`src/rtl/aq_ram25_axis_reader.sv`:
```
// rtl/aq_ram25_axis_reader.sv - RAM read-side drain engine presenting words as an AXI4-Stream master
`timescale 1ns/1ps
module aq_ram25_axis_reader #(
    parameter int DATA_W = 25,
    parameter int ADDR_W = 16,
    parameter int LEN_W  = 16
) (
    input  logic              clk,
    input  logic              rst,
    input  logic              start,
    input  logic [ADDR_W-1:0] base_addr,
    input  logic [LEN_W-1:0]  length,
    output logic              busy,
    output logic              done,
    output logic [ADDR_W-1:0] ram_addr,
    input  logic [DATA_W-1:0] ram_dout,
    output logic [DATA_W-1:0] m_axis_tdata,
    output logic              m_axis_tvalid,
    input  logic              m_axis_tready,
    output logic              m_axis_tlast
);

    localparam logic [1:0] ST_IDLE  = 2'd0;
    localparam logic [1:0] ST_READ  = 2'd1;
    localparam logic [1:0] ST_DRAIN = 2'd2;
    localparam logic [1:0] ST_FIN   = 2'd3;

    logic [1:0]        state;
    logic [ADDR_W-1:0] ram_addr_q;
    logic [LEN_W-1:0]  issue_cnt;
    logic [LEN_W-1:0]  beat_cnt;
    logic              in_flight;

    // Two-entry output buffer; the head entry drives the stream.
    logic [DATA_W-1:0] buf0;
    logic [DATA_W-1:0] buf1;
    logic              wr_ptr;
    logic              rd_ptr;
    logic [1:0]        occ;

    logic              pop;
    logic              push;
    logic [2:0]        occ_sum;
    logic              issue;
    logic              job_go;
    logic              last_hs;

    // Issue decisions: a read is only launched if its word is guaranteed a buffer slot
    // once it returns, counting the word already in the RAM pipe and this cycle's pop.
    always_comb begin
        pop     = (occ != 2'd0) && m_axis_tready;
        push    = in_flight;
        occ_sum = {1'b0, occ} + {2'b00, in_flight} - {2'b00, pop};
        issue   = (state == ST_READ) && (issue_cnt != '0) && (occ_sum < 3'd2);
        job_go  = (state == ST_IDLE) && start && (length != '0);
        last_hs = pop && (beat_cnt == LEN_W'(1));
    end

    // Job sequencing: IDLE -> READ -> DRAIN -> FIN -> IDLE, empty jobs go straight to FIN.
    always_ff @(posedge clk) begin
        if (rst) begin
            state <= ST_IDLE;
        end else begin
            case (state)
                ST_IDLE: begin
                    if (start) begin
                        state <= (length != '0) ? ST_READ : ST_FIN;
                    end
                end
                ST_READ: begin
                    if (issue && (issue_cnt == LEN_W'(1))) begin
                        state <= ST_DRAIN;
                    end
                end
                ST_DRAIN: begin
                    if (last_hs) begin
                        state <= ST_FIN;
                    end
                end
                default: begin
                    state <= ST_IDLE;
                end
            endcase
        end
    end

    // Read address and the two job counters (reads still to issue, beats still to deliver).
    always_ff @(posedge clk) begin
        if (rst) begin
            ram_addr_q <= '0;
            issue_cnt  <= '0;
            beat_cnt   <= '0;
        end else if (job_go) begin
            ram_addr_q <= base_addr;
            issue_cnt  <= length;
            beat_cnt   <= length;
        end else begin
            if (issue) begin
                ram_addr_q <= ram_addr_q + ADDR_W'(1);
                issue_cnt  <= issue_cnt - LEN_W'(1);
            end
            if (pop) begin
                beat_cnt <= beat_cnt - LEN_W'(1);
            end
        end
    end

    // Tracks the one-cycle RAM read latency: a word issued now arrives next cycle.
    always_ff @(posedge clk) begin
        if (rst) begin
            in_flight <= 1'b0;
        end else begin
            in_flight <= issue;
        end
    end

    // Output FIFO: returning RAM words are written at the tail, the stream pops the head.
    always_ff @(posedge clk) begin
        if (rst) begin
            buf0   <= '0;
            buf1   <= '0;
            wr_ptr <= 1'b0;
            rd_ptr <= 1'b0;
            occ    <= 2'd0;
        end else begin
            if (push) begin
                if (wr_ptr) begin
                    buf1 <= ram_dout;
                end else begin
                    buf0 <= ram_dout;
                end
                wr_ptr <= ~wr_ptr;
            end
            if (pop) begin
                rd_ptr <= ~rd_ptr;
            end
            case ({push, pop})
                2'b10:   occ <= occ + 2'd1;
                2'b01:   occ <= occ - 2'd1;
                default: occ <= occ;
            endcase
        end
    end

    // Outputs are decoded purely from registered state, so TVALID never follows TREADY.
    always_comb begin
        ram_addr      = ram_addr_q;
        m_axis_tvalid = (occ != 2'd0);
        m_axis_tdata  = rd_ptr ? buf1 : buf0;
        m_axis_tlast  = (occ != 2'd0) && (beat_cnt == LEN_W'(1));
        busy          = (state == ST_READ) || (state == ST_DRAIN);
        done          = (state == ST_FIN);
    end

endmodule
```
`config.mk`:
```
export PLATFORM = sky130hd
export DESIGN_NAME = aq_ram25_axis_reader
export DESIGN_NICKNAME = d
export VERILOG_FILES = /design/src/rtl/aq_ram25_axis_reader.sv
export SDC_FILE = /design/constraint.sdc
export NUM_CORES = 1
export LEC_CHECK = 0
export ABC_CLOCK_PERIOD_IN_PS = 9300
export CAP_MARGIN = 0
export CORE_ASPECT_RATIO = 0.5
export CORE_MARGIN = 2
export CORE_UTILIZATION = 50
export CTS_BUF_LIST = sky130_fd_sc_hd__clkbuf_16
export CTS_CLUSTER_SIZE = 16
export DETAILED_ROUTE_END_ITERATION = 8
export PLACE_DENSITY_LB_ADDON = 0.3
export REMOVE_ABC_BUFFERS = 1
export SYNTH_ARGS = -nofsm -noshare
export SYNTH_HDL_FRONTEND = slang
export SYNTH_SLANG_ARGS = --single-unit
```
`constraint.sdc`:
```
create_clock -name clk -period 9.3 [get_ports clk]
set_input_delay 1.86 -clock clk [delete_from_list [all_inputs] [get_ports clk]]
set_output_delay 1.86 -clock clk [all_outputs]
set_load 0.02 [all_outputs]
```
**M1 wires**

Cells faint in the background.
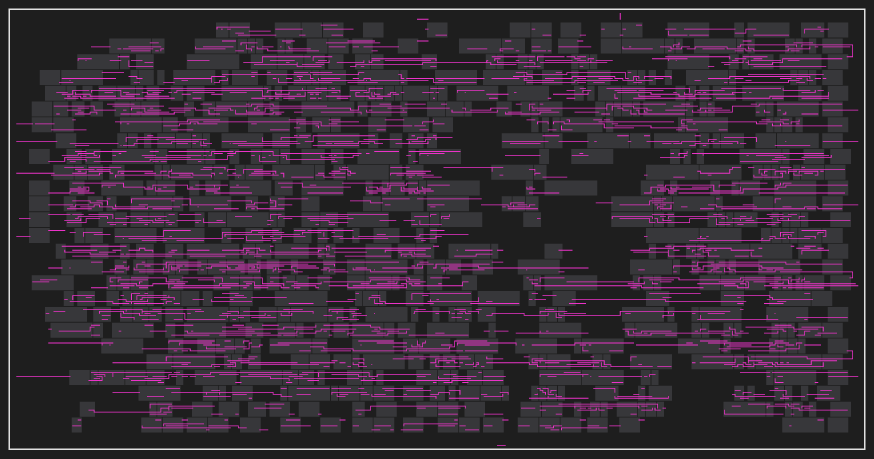
The layer carries 5970 µm of wire. The wires run mostly horizontal. 701 nets have wire on it. The layer holds 49% of the routed length. The longest straight run is 29.0 µm.
final routed wirelength across all metal layers: 12.19 mm
Global Route met1 Usage: 28.82%

**Signal wires on met2**

Bar = 50 µm.
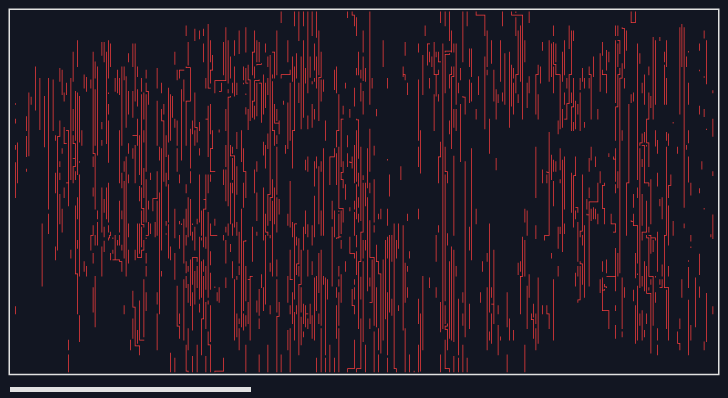
The longest straight run is 59.2 µm. The layer holds 46% of the routed length. The layer carries 5600 µm of wire. The wires run mostly vertical.

**The metal 3 layer**

Bar = 50 µm.
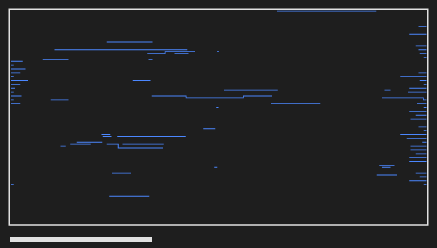
67 nets have wire on it. The wires run mostly horizontal. The longest straight run is 46.5 µm. The layer carries 510 µm of wire.
via count: 4545
routing usage on met3: 4.371%

**Wire density map**

Bar = 50 µm. The die is cut into 29 by 15 equal tiles; dark purple is low, yellow is high, scaled to the fullest tile. Values are wire area over tile area, all layers added.
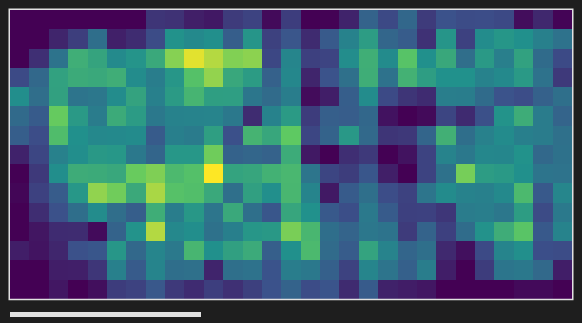
The fullest tile reaches 0.48. 7.4% of the tiles are nearly empty. The densest ninth of the die: left middle. 25% of the tiles are over half the peak.

**Clock wiring as the flow saved it**

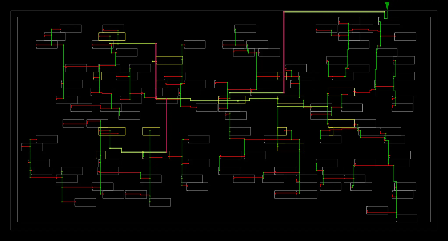
total clock buffers created by CTS: 9
Layout clock buffers: 9
flip-flops: 105

==> summary.txt <==
Synthesis and place-and-route results.

- The global routing stage identified its most utilized layer as met2.
- The synthesized area is ~0.005 mm².
- Row generation in the floorplan step produced 26 rows.
- The startpoint of the worst register-to-register path is occ[1]$_SDFFE_PP0P_.
- The number of search-and-repair iterations in the first detailed-routing pass is 6.
- The relative max-transition margin is roughly 22%.
- Following the worst setup path forward leads to its endpoint at ram_addr[10]$_SDFFE_PP0P_.
- Per the layout area report, the register area comes to approximately 0.0021 mm².
- Sequential elements use between 40% and 50% of the synthesized area.
- The tally of nets with antenna violations remaining after routing is 0.
- The summed negative setup slack over all endpoints is 0 ns.
- The number of flops mapped to enable cells by yosys is 0.
- The antenna diode count is 0.
- For this run, the top clock speed supported by timing is around 0.22 GHz.
- After detailed routing, the met3 layer carries between 500 and 600 µm of wire.
- The critical path is of the in2reg type.
- In this run the clock root is driven by a sky130_fd_sc_hd__clkbuf_16.
- The stage-log warning count is 32.
- The actual transition at the worst max-transition pin is around 1.2 ns.
- From the final report, the count of setup violators was given as 0.
- Per the OpenROAD floorplan log, the height of the die is around 76 µm.
- The flow ran to the end, and the final reports show no timing, DRC or antenna violations.
- After its last routability iteration, the placer logged a weighted congestion of 0.8466.
- The final report lists a non-filler cell total of roughly 840.
- The number of placed instances, taps included, is 819.
- The family with the most delay on the worst path is simple AND/OR/NAND/NOR gates.
- The maximum ir drop on the vdd rail is 125.7 µV.
- For this run, the leading register cell type out of synthesis is sky130_fd_sc_hd__dfxtp_1.
- The cell count after synthesis came out at around 610.
- The fill cell instance count of the final layout is between 800 and 900.
- The routed length on met2 is about 5.6 mm.
- The proportion of synthesized flip-flops having asynchronous set or reset is 0%.
- The number of buffers added for setup after CTS is 0.
- For reference, the top cells by area after synthesis are sky130_fd_sc_hd__dfxtp_1 (41%), sky130_fd_sc_hd__nand2_1 (8.4%), sky130_fd_sc_hd__a21oi_1 (8.2%).
## cells in the final DEF, fill, tap and decap left out, types with 11 or more instances in the layout
cell type                         instances
sky130_fd_sc_hd__xnor2_1                 24
sky130_fd_sc_hd__ha_1                    11
sky130_fd_sc_hd__mux2_2                  25
sky130_fd_sc_hd__clkdlybuf4s50_1        104
sky130_fd_sc_hd__inv_1                   12
sky130_fd_sc_hd__a21oi_1                 84
sky130_fd_sc_hd__nand2_1                115
sky130_fd_sc_hd__nor4_1                  17
sky130_fd_sc_hd__xor2_1                  18
sky130_fd_sc_hd__nor2_1                  33
sky130_fd_sc_hd__dfxtp_1                105
sky130_fd_sc_hd__o21bai_1                16
## sequential cells by signal (all words and copies together) (netlist names)
name	cells
issue_cnt	16
in_flight	1
occ	2
state	2
beat_cnt	16
buf1	25
rd_ptr	1
ram_addr	16
wr_ptr	1
buf0	25
## cell type report
type                            instances  share of cell area [%]
Multi-Input combinational cell        454                   43.38
Sequential cell                       105                   32.33
Timing Repair Buffer                  108                   16.44
Clock buffer                            9                   3.464
Tap cell                              140                   2.694
Clock inverter                          7                   1.001
Inverter                               12                  0.6928
## cell families after synthesis
kind of cell / count (synthesis) / synth area share, %
AND/OR/NAND/NOR: 234 / 22.20
AND-OR/OR-AND: 139 / 16.60
flip-flops: 105 / 41.07
buffers and inverters: 52 / 3.984
XOR/XNOR: 42 / 7.186
multiplexers: 27 / 5.891
adder cells (fa/ha/maj): 12 / 3.080
## power breakdown
part	internal (W)	switching, W
registers	0.000538	0.0000871
logic	0.000255	0.000328
clock network	0.000187	0.000178
## through the flow
step	setup WS [ns]	area, µm²	util (%)
after floorplan	5.039	4960	-
after global placement	4.432	6211	61.59
after detailed placement	4.352	6211	61.59
after CTS	4.707	6501	64.47
after global routing	4.441	6501	64.47
final	4.721	6501	64.47
Power and IR drop assume default switching activity.
